<file path="config.mk">
export PLATFORM = sky130hd
export DESIGN_NAME = uart_tx_scheduler
export DESIGN_NICKNAME = d
export VERILOG_FILES = /design/src/rtl/uart_pkg.sv /design/src/rtl/uart_tx_scheduler_rr_pick.sv /design/src/rtl/uart_tx_scheduler.sv
export SDC_FILE = /design/constraint.sdc
export NUM_CORES = 1
export LEC_CHECK = 0
export CAP_MARGIN = 10
export CORE_UTILIZATION = 30
export CTS_BUF_LIST = sky130_fd_sc_hd__clkbuf_4
export CTS_CLUSTER_SIZE = 40
export DETAILED_ROUTE_END_ITERATION = 12
export GPL_TIMING_DRIVEN = 1
export PLACE_DENSITY = 0.58
export SLEW_MARGIN = 20
export SYNTH_ARGS = -nofsm -noshare
export SYNTH_HDL_FRONTEND = slang
export SYNTH_SLANG_ARGS = --single-unit
export TNS_END_PERCENT = 1
</file>
<file path="constraint.sdc">
create_clock -name clk -period 1.94 [get_ports clk]
set_input_delay 0.194 -clock clk [delete_from_list [all_inputs] [get_ports clk]]
set_output_delay 0.194 -clock clk [all_outputs]
set_load 0.05 [all_outputs]
</file>
<file path="src/rtl/uart_pkg.sv">
// Shared UART definitions: scheduler state encoding and default byte width.
// One-hot states match the transmitter's FSM style.
package uart_pkg;

   localparam int UART_BITS = 8;

   typedef enum logic [4:0] {
      S_IDLE    = 5'b00001,
      S_ACCEPT  = 5'b00010,
      S_ISSUE   = 5'b00100,
      S_WAIT_HI = 5'b01000,
      S_WAIT_LO = 5'b10000
   } sched_state_t;

   // Successor of id in a ring of n entries.
   function automatic int next_rr(input int id, input int n);
      return (id + 1 >= n) ? 0 : id + 1;
   endfunction

endpackage

</file>
<file path="src/rtl/uart_tx_scheduler_rr_pick.sv">
// Round-robin priority encoder: first set request at or after ptr, wrapping; purely combinational.
// No handshake; any flags whether idx is meaningful.
module rr_pick #(
   parameter int N  = 4,
   parameter int IW = (N > 1) ? $clog2(N) : 1
) (
   input  logic [N-1:0]  req,
   input  logic [IW-1:0] ptr,
   output logic [IW-1:0] idx,
   output logic          any
);

   int cand;

   // Scan from the far end so the lowest offset from ptr wins without a break.
   always_comb begin
      idx  = '0;
      cand = 0;
      for (int i = N - 1; i >= 0; i--) begin
         cand = int'(ptr) + i;
         if (cand >= N) begin
            cand = cand - N;
         end
         if (req[cand[IW-1:0]]) begin
            idx = cand[IW-1:0];
         end
      end
   end

   assign any = |req;

endmodule

</file>
<file path="src/rtl/uart_tx_scheduler.sv">
// Round-robin scheduler sharing one UART transmitter; grant held for a whole message (or MAX_MSG bytes).
// 1 cycle to grant, +1 to req_ready; next byte only after tx_data_sent has risen and fallen.
module uart_tx_scheduler
   import uart_pkg::*;
#(
   parameter int NUM_REQ = 4,
   parameter int BITS    = UART_BITS,
   parameter int MAX_MSG = 64
) (
   input  logic                       clk,
   input  logic                       rst,
   input  logic [NUM_REQ-1:0]         req_valid,
   input  logic [NUM_REQ*BITS-1:0]    req_data,
   input  logic [NUM_REQ-1:0]         req_last,
   output logic [NUM_REQ-1:0]         req_ready,
   output logic [BITS-1:0]            tx_data,
   output logic                       tx_data_ready,
   input  logic                       tx_data_sent,
   output logic [$clog2(NUM_REQ)-1:0] grant_id,
   output logic                       busy
);

   localparam int IDW   = $clog2(NUM_REQ);
   localparam int CNT_W = (MAX_MSG == 0) ? 1 : $clog2(MAX_MSG + 1);

   sched_state_t     state;
   logic [IDW-1:0]   pointer;
   logic             last_flag;
   logic [CNT_W-1:0] count;

   logic [IDW-1:0]   pick_idx;
   logic             pick_any;
   logic             cap_hit;
   logic [BITS-1:0]  slot_data [NUM_REQ];

   for (genvar g = 0; g < NUM_REQ; g++) begin : g_slot
      assign slot_data[g] = req_data[g*BITS +: BITS];
   end

   rr_pick #(
      .N  (NUM_REQ),
      .IW (IDW)
   ) u_pick (
      .req (req_valid),
      .ptr (pointer),
      .idx (pick_idx),
      .any (pick_any)
   );

   assign cap_hit = (MAX_MSG != 0) && (count == CNT_W'(MAX_MSG));

   always_ff @(posedge clk) begin
      if (rst) begin
         state         <= S_IDLE;
         pointer       <= '0;
         last_flag     <= 1'b0;
         count         <= '0;
         req_ready     <= '0;
         tx_data       <= '0;
         tx_data_ready <= 1'b0;
         grant_id      <= '0;
         busy          <= 1'b0;
      end else begin
         req_ready     <= '0;
         tx_data_ready <= 1'b0;
         unique case (state)
            S_IDLE: begin
               if (pick_any) begin
                  grant_id <= pick_idx;
                  busy     <= 1'b1;
                  state    <= S_ACCEPT;
               end
            end
            S_ACCEPT: begin
               // Owner may pause between bytes; the grant is kept indefinitely.
               if (req_valid[grant_id]) begin
                  req_ready     <= NUM_REQ'(1) << grant_id;
                  tx_data       <= slot_data[grant_id];
                  tx_data_ready <= 1'b1;
                  last_flag     <= req_last[grant_id];
                  if (count != {CNT_W{1'b1}}) begin
                     count <= count + CNT_W'(1);
                  end
                  state <= S_ISSUE;
               end
            end
            S_ISSUE: begin
               state <= S_WAIT_HI;
            end
            S_WAIT_HI: begin
               if (tx_data_sent) begin
                  state <= S_WAIT_LO;
               end
            end
            S_WAIT_LO: begin
               // The transmitter only accepts a new start once its completion level has cleared.
               if (!tx_data_sent) begin
                  if (last_flag || cap_hit) begin
                     pointer <= IDW'(next_rr(int'(grant_id), NUM_REQ));
                     busy    <= 1'b0;
                     count   <= '0;
                     state   <= S_IDLE;
                  end else begin
                     state <= S_ACCEPT;
                  end
               end
            end
            default: begin
               state <= S_IDLE;
            end
         endcase
      end
   end

endmodule

</file>
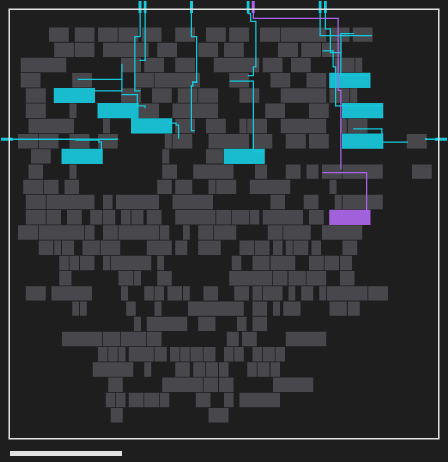
Figure 1: run 1, I/O nets highlighted.
Scale bar: 20 µm.
[tx_data_ready] purple | direction: output | end cells: 1 | buffers: 1 | wire: 59.2 µm
[tx_data] cyan | direction: output | end cells: 8 | buffers: 8 | wire: 209 µm
total of buffers placed on input and output ports: 58
I/O pin total: 59

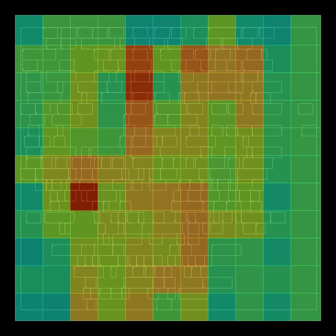
Figure 2: run 1, routing congestion.
global-route track usage on met1: 0.184
global route hottest layer: met2
global-route total usage across every layer: 0.146

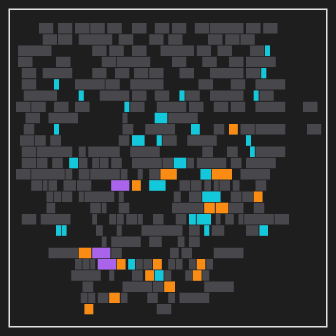
Figure 3: run 1, gate-type map.
[fa/ha/maj cells] purple | cells: 3 | most used: ha_1
[nor cells] cyan | cells: 27 | most used: nor2_1
[and/or cells] orange | cells: 16 | most used: or3_1 | where: south

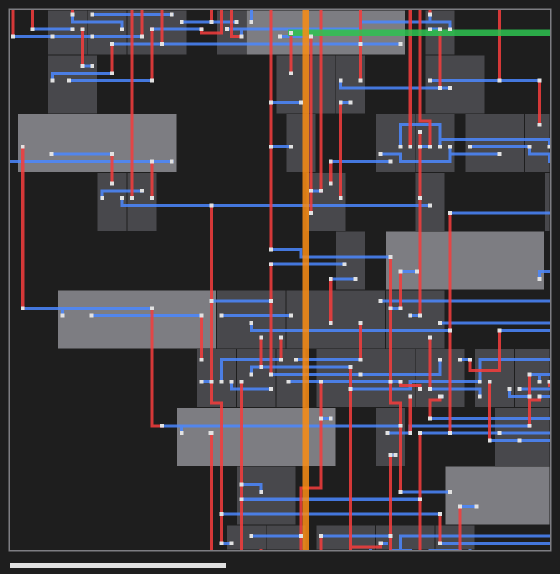
Figure 4: run 1, layout detail.
Scale bar: 10 µm. Region (7, 7) to (32, 32) µm. Cells in grey, sequential cells in the stronger grey; small squares are vias.
[metal 2] red
[metal 1] blue
[metal 4] orange
[metal 3] green
most frequent: dfxtp_1 (6), a21oi_1 (5)
netlist names of flops here include: count (4)
sequential cells in the window: 6
cells with their middle in the window: 38

==> impl.org, run 1 <==
* Flow results

** Run status
- The flow ran to the end, and the final reports show no timing, DRC or antenna violations.

** Drt
- The script logs the ratio of routed vias to standard cells as between 4 and 5.
- Per the detail_route report, routed wire per instance is 13.0 µm.
- The routed design has 4.15 mm of wire.
- Number of vias in the routed layout :: roughly 1600
- In this run the remaining antenna-violating nets after routing total 0.

** Placed design
- After detailed placement, the total cell area comes to 0.00247 mm².
- Detailed placement ended at an HPWL of 3.15 mm.
- Placer's final routability congestion estimate :: 0.790

** Timing
- The flow reports an fmax of ~530 MHz.
- Final count of negative-setup-slack endpoints :: 0
- The final hold violation count recorded for this run is 0.
- The slew check shows that the tightest pin keeps a relative margin of 0.637.
- For the pin with the worst max-slew slack, the measured transition is 0.543 ns.
- Max-slew violation count :: 0
- In the finished design, the share of the clock period the worst path needs comes to 0.967.

** Pwr
- The report lists the power per cell area as ~600 mW/mm².
- The analysis reports a worst IR drop on VDD of approximately 0.00039 V.
- Sequential power share :: 0.450
- The net switching power in the latest report is 476 µW.
- In this run the static leakage power is 0.972 nW.
- Combinational Power Share :: 0.315
- Clock power share :: 0.234
- The script computed the net switching share of total power as 0.309.

** Clock tree
- TritonCTS built the clock tree.
- After clock tree synthesis, the setup repair step added 0 buffers.
- Clk slew on worst S/H paths :: around 0.10 ns
- CTS sink count :: 31
- Number of gates given a new drive strength after cts :: 0
- TritonCTS buffer count :: 5
- Clock tree root driver cell :: clkbuf_4
- Clock latency on the worst-skew pair, taken at its later pin, is 0.33 ns.
- Maximum buffer depth of the clock tree :: 2
- In this run, post-CTS hold repair placed 0 buffers.
- H-tree level count :: 2

** Setup path
- Element type at the critical path end :: register
- According to the timing report, the critical path is captured at count[5].
- The timing report gives the biggest stage delay along the critical path as 0.58 ns.
- Arrival time of the worst setup path :: 2.14 ns
- The slowest stage of the critical path is the or4b_4 cell.
- Peak fanout along the critical path :: 7
- In this run the register-to-register setup slack is about 0.063 ns.
- Critical register-to-register path endpoint :: count[5]
- By startpoint and endpoint, the worst setup path is classified as register to register.
- Critical path launch point type :: register
- Ordered cell list for the critical path :: or4b_4 > nor2_4 > a32oi_4 > or4_1 > a21oi_1
- Reg2reg start :: state[2]

** Layout
- By instance count after routing, the leading logic cell type is clkdlybuf4s50_1.
- Relative to the synthesized area, the layout overhead comes to 53.3%.
- The finished cells cover 0.00255 mm².
- In the layout the commonest cells are clkdlybuf4s50_1, dfxtp_1, buf_4, a21oi_1, nor2_1.
- The finished design was reported to have a net count of a little under 300.

** GRT
- The first global-routing pass estimated 6.82 mm of wire.
- For this run the aggregate overflow at the end of global routing stands at 0.

** Floorplanning
- The floorplan step defined a die boundary enclosing 0.00585 mm².
- According to the floorplan log, the row count is 26.
- Die boundary width :: 76.5 µm
- The region available for standard cell placement spans 0.00524 mm².
- In the floorplan report the effective utilization is 0.318.
- According to the floorplan report, the die height is 76.5 µm.

** Logic synthesis
- Once synthesis finished, the tally of register bits stood at 31.
- Syn_area_per_cell :: 9.79 µm²
- Biggest area contributors in the synthesized netlist :: dfxtp_1, mux4_2, mux2i_1
- Yosys top cell area share :: 0.373
- Of the post-synthesis cell area, the part taken by muxes is 0.202.
- Sequential share of the synthesized area :: 0.373
- Unique cell types :: 41
- Top cell type by total area after synthesis :: dfxtp_1
- The synthesized netlist occupies a cell area of 0.00166 mm².
- The number of cells reported by Yosys stat comes to approximately 170.
- In this run, the synthesized area fraction spent on xor and xnor cells is recorded as 0.0105.
- The cell-mix breakdown from Yosys lists the compound-gate area share as 0.132.
- In this run, the synthesized area fraction spent on and/or/nand/nor cells is recorded as 0.207.
- In this run, the synthesized area fraction spent on adder and majority cells is recorded as 0.0226.

** Run
- The stage logs contain a warning count of 28.
- In this run the maximum-capacitance check reported violations numbering 0.
-- run 1: state kept, by name, summed over array words and instances, names as in the netlist --
register,count
state,5
busy,1
grant_id,2
pointer,2
tx_data_ready,1
req_ready,4
tx_data,8
count,7
last_flag,1
-- run 1: Yosys cell counts --
cell      count
dfxtp_1      31
a21oi_1      17
nor2_1       14
mux2i_1      11
mux4_2       10
inv_1         8
nand3_1       6
or3_1         6
nand2_1       5
nor4_1        5
o21ai_0       5
and3_1        4
nand2b_1      4
buf_2         3
clkbuf_1      3
ha_1          3
nor3_1        3
o31ai_1       3
or4_1         3
buf_6         2
nor4b_1       2
o211ai_1      2
o21a_1        2
a31o_2        1
a31oi_1       1
a32oi_2       1
and4_1        1
buf_1         1
buf_4         1
nand2_2       1
nand4_1       1
nor2_4        1
nor2b_1       1
nor3b_1       1
o21bai_1      1
o221ai_1      1
o311ai_0      1
or3b_1        1
or4b_4        1
xnor2_1       1
xor2_1        1
-- run 1: critical path: cells and delay by family, from the launching register on --
kind	cells	cell delay (ns)
flip-flops	1	0.35
AND/OR/NAND/NOR	3	1.23
AND-OR/OR-AND	2	0.23
-- run 1: cells by family after synthesis --
logic type	after synthesis
AND/OR/NAND/NOR	60
AND-OR/OR-AND	35
flip-flops	31
multiplexers	21
buffers and inverters	18
adder cells (fa/ha/maj)	3
XOR/XNOR	2
-- run 1: cell type report --
class | instances | area (µm²)
fillers | 488 | 2690
multi-input cells | 121 | 983
repair buffers | 82 | 771
flip-flops and latches | 31 | 627
well taps | 70 | 87.6
clock buffers | 5 | 37.5
inverters | 8 | 30.0
clock inverters | 3 | 15.0
-- run 1: power groups by stage --
stage,combinational [mW],clock (mW),sequential (mW)
2_1_floorplan,0.219,0,0.764
3_5_place_dp,0.475,0,0.707
6_report,0.485,0.361,0.693
5_1_grt,0.523,0.411,0.699
3_3_place_gp,0.478,0,0.707
4_1_cts,0.479,0.378,0.692
-- run 1: per-layer routing --
layer  routed length (µm)  share of wire  vias to the layer above  GRT usage
li1                     -              -                      792          -
met4                   34         0.0082                        0     0.0500
met1                 1910           0.46                      753      0.184
met3                  154          0.037                        2     0.0371
met2                 2050           0.49                       34      0.241
met5                    0              0                        -          0
-- run 1: metrics by stage --
stage / instances / setup WS [ns] / total power, mW / hold slack [ns]
CTS: 320 / 0.0195 / 1.55 / 0.494
global placement: 312 / -0.0257 / 1.19 / 0.463
global route: 320 / -0.0608 / 1.63 / 0.508
finish: 320 / 0.0631 / 1.54 / 0.487
detailed placement: 312 / -0.0462 / 1.18 / 0.465
floorplan: 170 / 0.0148 / 0.983 / 0.274
-- run 1: worst min-delay path by stage --
stage	start	end	cells after the start
after detailed placement	busy	busy	2
after global placement	pointer[0]	pointer[0]	2
final	pointer[0]	pointer[0]	2
after floorplan	rst	tx_data_ready	1
after CTS	pointer[0]	pointer[0]	2
after global routing	state[1]	state[4]	1
==> inputs of run 2 (changes only) <==
--- a/config.mk
+++ b/config.mk
@@ -6,14 +6,14 @@
 export NUM_CORES = 1
 export LEC_CHECK = 0
 export CAP_MARGIN = 10
+export CORE_MARGIN = 2
 export CORE_UTILIZATION = 30
 export CTS_BUF_LIST = sky130_fd_sc_hd__clkbuf_4
 export CTS_CLUSTER_SIZE = 40
 export DETAILED_ROUTE_END_ITERATION = 12
-export GPL_TIMING_DRIVEN = 1
+export GPL_TIMING_DRIVEN = 0
 export PLACE_DENSITY = 0.58
 export SLEW_MARGIN = 20
 export SYNTH_ARGS = -nofsm -noshare
 export SYNTH_HDL_FRONTEND = slang
 export SYNTH_SLANG_ARGS = --single-unit
-export TNS_END_PERCENT = 1
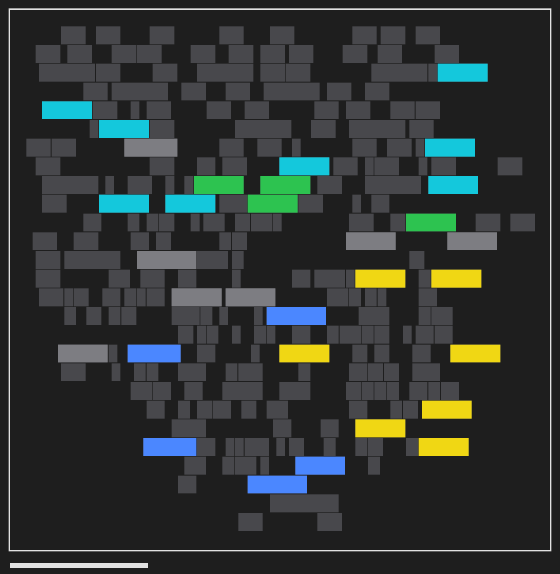
Figure 5: run 2, sequential cells grouped by signal name.
Scale bar: 20 µm. Other sequential cells in the stronger grey, the rest of the logic in the fainter grey.
[state] blue | flops: 5 | where: south
[req_ready] green | flops: 4
[count] yellow | flops: 7
[tx_data] cyan | flops: 8
flop share of the area: 0.255
final core utilization: 0.458
sequential cell area: 636 µm²
power in sequential cells: 706 µW

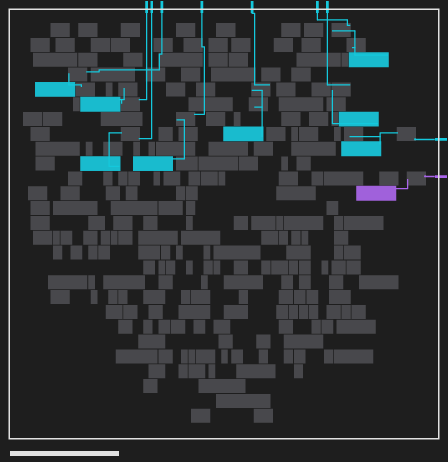
Figure 6: run 2, I/O nets highlighted.
Scale bar: 20 µm.
[tx_data_ready] purple | direction: output | end cells: 1 | buffers: 1 | wire: 5.80 µm
[tx_data] cyan | direction: output | end cells: 8 | buffers: 8 | wire: 217 µm

==> impl.org, run 2 <==
* Flow results

** Run status
- Outcome: complete, no violations (unchanged).

** Logic synthesis
- The area figure in the yosys stat output was 0.00166 mm² (unchanged).
- The share of cell area taken by muxes after synthesis is 0.202 (unchanged).
- The dominant register cell in the synthesized netlist is dfxtp_1 (unchanged).
- The synthesized-area fraction occupied by ao, oa, aoi and oai cells was 0.132 (unchanged).
- The mean cell area of the mapped netlist came to 9.79 µm² (unchanged).
- The simple-gate share of the synthesized area came to 0.207 (unchanged).
- The yosys stat cell total is 170 (unchanged).
- Count of library flops with an enable pin :: 0 (unchanged)
- Async SR Flop Fraction :: 0 (unchanged)
- The gate count after technology mapping was 170 (unchanged).
- #FFs+latches synth :: 31 (unchanged)
- The floorplan net count is 216 (unchanged).
- Adder and majority cell fraction of the synthesized area :: 0.0226 (unchanged)
- The summed instance area of the synthesized netlist was 0.00166 mm² (unchanged).
- Biggest area contributors in the synthesized netlist :: dfxtp_1, mux4_2, mux2i_1 (unchanged)
- Most instantiated cells after synthesis: dfxtp_1, a21oi_1, nor2_1 (unchanged).
- The part of the Yosys area used for sequential elements was 0.373 (unchanged).
- The largest family of logic cells by area is simple AND/OR/NAND/NOR gates (unchanged).
- Yosys top cell area share :: 0.373 (unchanged)
- Unique cell types :: 41 (unchanged)
- Yosys Warn Count :: 0 (unchanged)
- Top cell type by instance count after synthesis :: dfxtp_1 (unchanged)
- Fraction of synthesized cell area in xor and xnor cells :: 0.0105 (unchanged)
- Top cell type by total area after synthesis :: dfxtp_1 (unchanged)

** Timing
- Worst hold slack :: 0.492 ns (was 0.487 ns)
- Final count of negative-setup-slack endpoints :: 0 (unchanged)
- The number of slew-limit violations in the final report is 0 (unchanged).
- The slew at the pin closest to its max-slew limit is 0.525 ns (was 0.543 ns).
- Shortest period the worst path allows :: 1.91 ns (was 1.88 ns)
- Fmax :: 524 MHz (was 533 MHz)
- The worst clock skew came to 0.0117 ns (was 0.00530 ns).
- The setup TNS came to 0 ns (unchanged).
- The worst slew margin relative to its limit was 0.649 (was 0.637).
- The post-layout worst setup margin was 0.0323 ns (was 0.0631 ns).
- Final hold violation count :: 0 (unchanged)
- Fraction of the cycle the final worst path needs :: 0.983 (was 0.967)

** Clock tree
- CTS sink count :: 31 (unchanged)
- Maximum buffer depth of the clock tree :: 2 (unchanged)
- TritonCTS buffer count :: 5 (unchanged)
- Clock Latency Late Sink :: 0.34 ns (was 0.33 ns)
- CTS tree :: built (unchanged)
- The H-tree depth reported by CTS was 2 (unchanged).
- Clock tree root driver cell :: clkbuf_4 (unchanged)
- Clk slew on worst S/H paths :: 0.11 ns (was 0.10 ns)

** GRT
- The largest net degree at the start of global routing was 11 (was 18).
- Total congestion overflow after global routing :: 0 (unchanged)
- The number of global-route vias before repair was 1530 (was 1481).
- The first-pass GRT wire length was 7.07 mm (was 6.82 mm).
- Global-route total usage across every layer :: 0.144 (was 0.146)
- The number of antenna violations at the first check in global routing is 0 (unchanged).

** Drt
- The number of iterations in the first detailed-routing pass was 4 (unchanged).
- The final routed wirelength across all metal layers came to 4.31 mm (was 4.15 mm).
- The routed via count divided by cell count came to 4.84 (was 4.94).
- The via count came to 1515 (was 1581).
- The average wire per cell in the routed design is 13.8 µm (was 13.0 µm).
- ANT nets after route :: 0 (unchanged)
- Number of remaining DRC errors :: 0 (unchanged)
- The count of routing violations after the opening detailed-route iteration was 31 (was 83).

** Layout
- Max FFs per register :: 8 (unchanged)
- Antenna cells :: 0 (unchanged)
- The synthesis-to-layout area growth is 49.6% (was 53.3%).
- Share of layout cells above drive strength 1 :: 0.191 (was 0.216)
- Most frequently placed logic cells in the final layout :: clkdlybuf4s50_1, dfxtp_1, a21oi_1, nor2_1, mux2i_1 (was clkdlybuf4s50_1, dfxtp_1, buf_4, a21oi_1, nor2_1)
- Post-layout nets :: 286 (was 295)
- The most frequent logic cell in the layout is clkdlybuf4s50_1 (unchanged).
- Registers with the most flip-flops: tx_data: 8 flops, count: 7 flops, state: 5 flops (unchanged).
- The register bank with the most flops is tx_data (unchanged).
- Filler Cells Inserted :: 550 (was 488)

** Floorplanning
- Die outline height :: 78.5 µm (was 76.5 µm)
- The floorplan utilization came to 0.306 (was 0.318).
- Cell row count :: 27 (was 26)
- Die boundary width :: 78.5 µm (was 76.5 µm)
- Area inside the core boundary :: 0.00544 mm² (was 0.00524 mm²)
- I/O pin total :: 59 (unchanged)
- The chip area is 0.00616 mm² (was 0.00585 mm²).

** Placed design
- The final HPWL from detailed placement was 3.20 mm (was 3.15 mm).
- Minimum setup slack after placement :: -0.271 ns (was -0.0462 ns)
- The number of input and output port buffers inserted is 58 (unchanged).
- Placer's final routability congestion estimate :: 0.758 (was 0.790)

** Setup path
- Critical path launch point type :: register (unchanged)
- Peak fanout along the critical path :: 8 (was 7)
- Critical setup path kind :: register to register (unchanged)
- The data required time of the critical path is 2.21 ns (was 2.20 ns).
- Element type at the critical path end :: register (unchanged)
- Arrival time of the worst setup path :: 2.17 ns (was 2.14 ns)

** Pwr
- Leak :: 0.918 nW (was 0.972 nW)
- IR Drop Worst-Case VDD :: 0.000374 V (was 0.000389 V)
- PD cells :: 615 mW/mm² (was 603 mW/mm²)

** Run
- Max-Cap Viols :: 0 (unchanged)
- The OpenROAD warning count came to 28 (unchanged).

** Hold path
- Hold crit path type :: register to register (unchanged)
## run 2: cell counts after synthesis
No cell type changed its count.
## run 2: worst paths after layout
kind,from,to,slack [ns],depth (start not counted)
max reg2reg,state[3],count[1],0.03,6
max,state[3],count[1],0.03,6
min,pointer[0],pointer[0],0.49,2
min reg2reg,pointer[0],pointer[0],0.49,2
## run 2: final cells by class
cell class	count	area, µm²	share of cell area
Inverter	8	30.0	0.0121
Sequential cell	31	636	0.255
Clock inverter	3	15.0	0.00603
Tap cell	72	90.1	0.0362
Timing Repair Buffer	66	641	0.257
Clock buffer	5	37.5	0.0151
Buffer	7	43.8	0.0176
Multi-Input combinational cell	121	997	0.401
## run 2: cells by family after synthesis
logic type / Yosys count
and+or+nand+nor: 60
AOI/OAI and AO/OA: 35
DFF: 31
muxes: 21
xor gates and xnor gates: 2
buffers and inverters: 18
adders and majority gates: 3
## run 2: critical path: stages, from the launching register on
cell and delay, ns:
dfxtp_4 0.38, or4b_4 0.57, nor2_4 0.16, a32oi_4 0.09, buf_6 0.17, or3b_1 0.36, a21oi_1 0.12
## run 2: where the power goes
part | switching (mW) | internal, mW | total [mW]
Sequential | 0.0384 | 0.667 | 0.706
Combinational | 0.213 | 0.248 | 0.461
Clock | 0.233 | 0.133 | 0.366
Total | 0.485 | 1.05 | 1.53
## run 2: stage by stage
stage / std cells / power (mW) / area [µm²]
after detailed placement: 300 / 1.15 / 2350
after CTS: 308 / 1.54 / 2420
after floorplan: 170 / 0.983 / 1680
after global placement: 300 / 1.15 / 2350
after global routing: 313 / 1.63 / 2490
final: 313 / 1.53 / 2490
## run 2: layer usage
layer  GRT usage  wire length [µm]  vias up
li1            -                 -      777
met1       0.191              1990      708
met2       0.234              2150       23
met3      0.0172                89        7
met4      0.0684                75        0
met5           0                 0        -
## run 2: timing repair
action,CTS,global route
resized,6,11
setup buffers,2,6
pin swaps,5,2
setup endpoints to repair,14,19
hold buffers,0,0
==> inputs of run 3 (changes only) <==
--- a/config.mk
+++ b/config.mk
@@ -8,7 +8,7 @@
 export CAP_MARGIN = 10
 export CORE_MARGIN = 2
 export CORE_UTILIZATION = 30
-export CTS_BUF_LIST = sky130_fd_sc_hd__clkbuf_4
+export CTS_BUF_LIST = sky130_fd_sc_hd__clkbuf_8 sky130_fd_sc_hd__clkbuf_16
 export CTS_CLUSTER_SIZE = 40
 export DETAILED_ROUTE_END_ITERATION = 12
 export GPL_TIMING_DRIVEN = 0
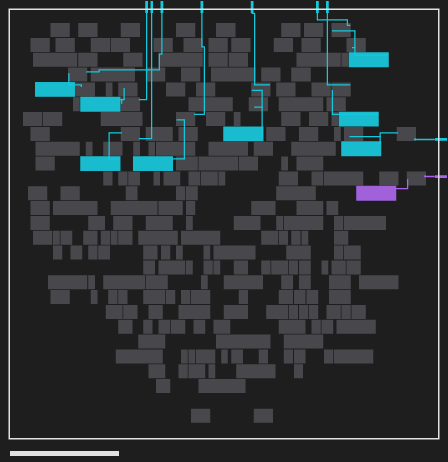
Figure 7: run 3, I/O nets highlighted.
Scale bar: 20 µm.
[tx_data] cyan | direction: output | end cells: 8 | buffers: 8 | wire: 214 µm
[tx_data_ready] purple | direction: output | end cells: 1 | buffers: 1 | wire: 5.80 µm

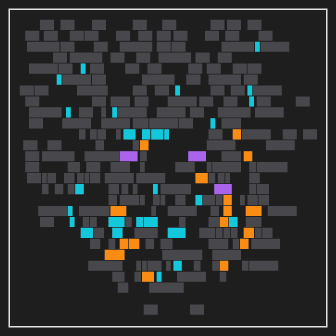
Figure 8: run 3, gate-type map.
[and/or cells] orange | cells: 16 | most used: or3_1
[fa/ha/maj cells] purple | cells: 3 | most used: ha_1
[nor cells] cyan | cells: 27 | most used: nor2_1
multi-input gate share of the layout cell area: 0.400
Cell Count, Final, Fillers Out: 308

==> impl.org, run 3 <==
* Flow results

** Run status
- Outcome :: complete, no violations (unchanged)

** Layout
- Final core utilization :: 0.462 (was 0.458)
- Post-layout nets :: 281 (was 286)
- The count of inserted antenna diode cells came to 0 (unchanged).
- The flip-flop count of the largest register after layout was 8 (unchanged).
- The synthesis-to-layout area growth is 51.1% (was 49.6%).

** Drt
- Routed wire length per instance :: 13.7 µm (was 13.8 µm)
- Vias per cell :: 4.99 (was 4.84)
- Drt first-iter violations :: 39 (was 31)
- The via count came to 1537 (was 1515).
- Total Wirelength :: 4.22 mm (was 4.31 mm)

** Pwr
- The fraction of power consumed by combinational cells is 0.259 (was 0.301).
- The worst ir drop on vdd came to 0.000309 V (was 0.000374 V).
- The clock share of power is 0.329 (was 0.239).
- Leak :: 0.918 nW (about the same)
- The switching portion of total power was 0.287 (was 0.316).
- Internal portion of total power :: 1.24 mW (was 1.05 mW)

** Clock tree
- The number of buffers added to fix hold violations after cts was 0 (unchanged).
- TritonCTS buffer count :: 5 (unchanged)
- The H-tree depth reported by CTS came to 2 (unchanged).
- The master cell of the clock root buffer is clkbuf_8 (was clkbuf_4).
- The insertion delay at the late pin of the worst-skew pair was 0.29 ns (was 0.34 ns).
- Maximum buffer depth of the clock tree :: 2 (unchanged)
- The TritonCTS clock tree was built (unchanged).
- CTS sink count :: 31 (unchanged)

** Timing
- Slew HR :: 0.649 (unchanged)
- Setup skew after layout :: 0.00934 ns (was 0.0117 ns)
- Final hold violation count :: 0 (unchanged)
- Shortest period the worst path allows :: 1.91 ns (about the same)
- The final clock period utilization by the worst path was 0.986 (was 0.983).
- The top achievable clock speed is 523 MHz (was 524 MHz).
- The slew at the pin closest to its max-slew limit was 0.525 ns (about the same).
- Final count of negative-setup-slack endpoints :: 0 (unchanged)
- Final setup margin :: 0.0268 ns (was 0.0323 ns)

** Logic synthesis
- The dominant register cell in the synthesized netlist was dfxtp_1 (unchanged).
- Count of mapped cells out of synthesis :: 170 (unchanged)
- Syn nets :: 216 (unchanged)
- The summed instance area of the synthesized netlist was 0.00166 mm² (unchanged).
- The proportion of register bits with asynchronous set or reset after synthesis was 0 (unchanged).
- The count of unique library cells instantiated by Yosys was 41 (unchanged).
- Count of library flops with an enable pin :: 0 (unchanged)
- Biggest area contributors in the synthesized netlist: dfxtp_1, mux4_2, mux2i_1 (unchanged).
- The area fraction of the dominant cell type after synthesis was 0.373 (unchanged).
- Syn_area_per_cell :: 9.79 µm² (unchanged)
- The cell type contributing the most total cell area after synthesis is dfxtp_1 (unchanged).

** Floorplanning
- The total I/O pin count came to 59 (unchanged).
- The die height is 78.5 µm (unchanged).
- Area inside the core boundary :: 0.00544 mm² (unchanged)
- The x dimension of the die is 78.5 µm (unchanged).

** GRT
- Vias in the first global route :: 1537 (was 1530)
- Maximum number of pins on one net before global-route repair :: 11 (unchanged)

** Run
- The number of violations of the max-capacitance limit came to 0 (unchanged).
- OpenROAD warnings :: 29 (was 28)

** Placed design
- Placer's final routability congestion estimate :: 0.758 (unchanged)
- The final HPWL from detailed placement was 3.20 mm (unchanged).
- The pre-CTS worst setup slack was -0.271 ns (unchanged).

** Setup path
- Ordered cell list for the critical path: or4b_4 > nor2_4 > a32oi_4 > buf_6 > or3b_1 > a21oi_1 (unchanged).
- The critical path start-end classification is register to register (unchanged).
- Cell type of the slowest stage on the worst timing path :: or4b_4 (unchanged)
- WP buf/inv :: 1 (unchanged)
- Top Family by Delay on Critical Path :: simple AND/OR/NAND/NOR gates (unchanged)
- The critical-path maximum fanout was 8 (unchanged).
- Highest cell delay on the worst timing path :: 0.57 ns (about the same)

** Hold path
- The type of the worst min-delay path is register to register (unchanged).
run 3: cell counts after synthesis:
No cell type changed its count.
run 3: tightest hold or removal path: cells and delay by family (launching register included):
| family | cells | cell delay [ns] |
|---|---|---|
| flops | 1 | 0.33 |
| simple gates | 1 | 0.06 |
| compound gates | 1 | 0.05 |
run 3: cell families after synthesis:
family | count (synthesis) | share of synthesized area
AND-OR/OR-AND | 35 | 0.132
AND/OR/NAND/NOR | 60 | 0.207
adder cells (fa/ha/maj) | 3 | 0.0226
buffers and inverters | 18 | 0.0541
flip-flops | 31 | 0.373
XOR/XNOR | 2 | 0.0105
multiplexers | 21 | 0.202
run 3: repair_timing:
| item | CTS | global route |
|---|---|---|
| hold endpoints to repair | 0 | 0 |
| pin swaps | 6 | 5 |
| buffers inserted | 2 | 1 |
| gates resized | 6 | 14 |
| setup endpoints to repair | 14 | 17 |
run 3: final cells by class:
type	count	area, µm²
Buffer	7	43.8
Clock buffer	7	96.3
Clock inverter	1	7.51
Fill cell	542	2930
Inverter	8	30.0
Multi-Input combinational cell	121	1010
Sequential cell	31	637
Tap cell	72	90.1
Timing Repair Buffer	61	603
run 3: stage by stage:
stage | TNS [ns] | hold slack (ns) | instances | area [µm²]
floorplan | 0 | 0.274 | 170 | 1680
global placement | -2.77 | 0.465 | 300 | 2350
detailed placement | -2.87 | 0.466 | 300 | 2350
CTS | -0.00355 | 0.488 | 308 | 2470
global route | -0.0608 | 0.521 | 308 | 2510
finish | 0 | 0.487 | 308 | 2510
run 3: final timing paths:
path               from          to  slack (ns)  cells after the start
max            state[0]    count[1]        0.03                      6
min          pointer[0]  pointer[0]        0.49                      2
max reg2reg    state[0]    count[1]        0.03                      6
min reg2reg  pointer[0]  pointer[0]        0.49                      2
run 3: power by group through the flow:
stage / Sequential, mW / Clock [mW] / Combinational (mW)
floorplan: 0.764 / 0 / 0.219
global placement: 0.715 / 0 / 0.438
detailed placement: 0.714 / 0 / 0.440
CTS: 0.702 / 0.584 / 0.453
global route: 0.725 / 0.614 / 0.487
finish: 0.714 / 0.569 / 0.449
run 3: routing by layer:
layer | global-route usage | vias up | wire [µm]
li1 | - | 772 | -
met1 | 0.189 | 729 | 1940
met2 | 0.239 | 29 | 2070
met3 | 0.0241 | 7 | 117
met4 | 0.0684 | 0 | 84
met5 | 0 | - | 0
Power is estimated from default activity; no workload was simulated.
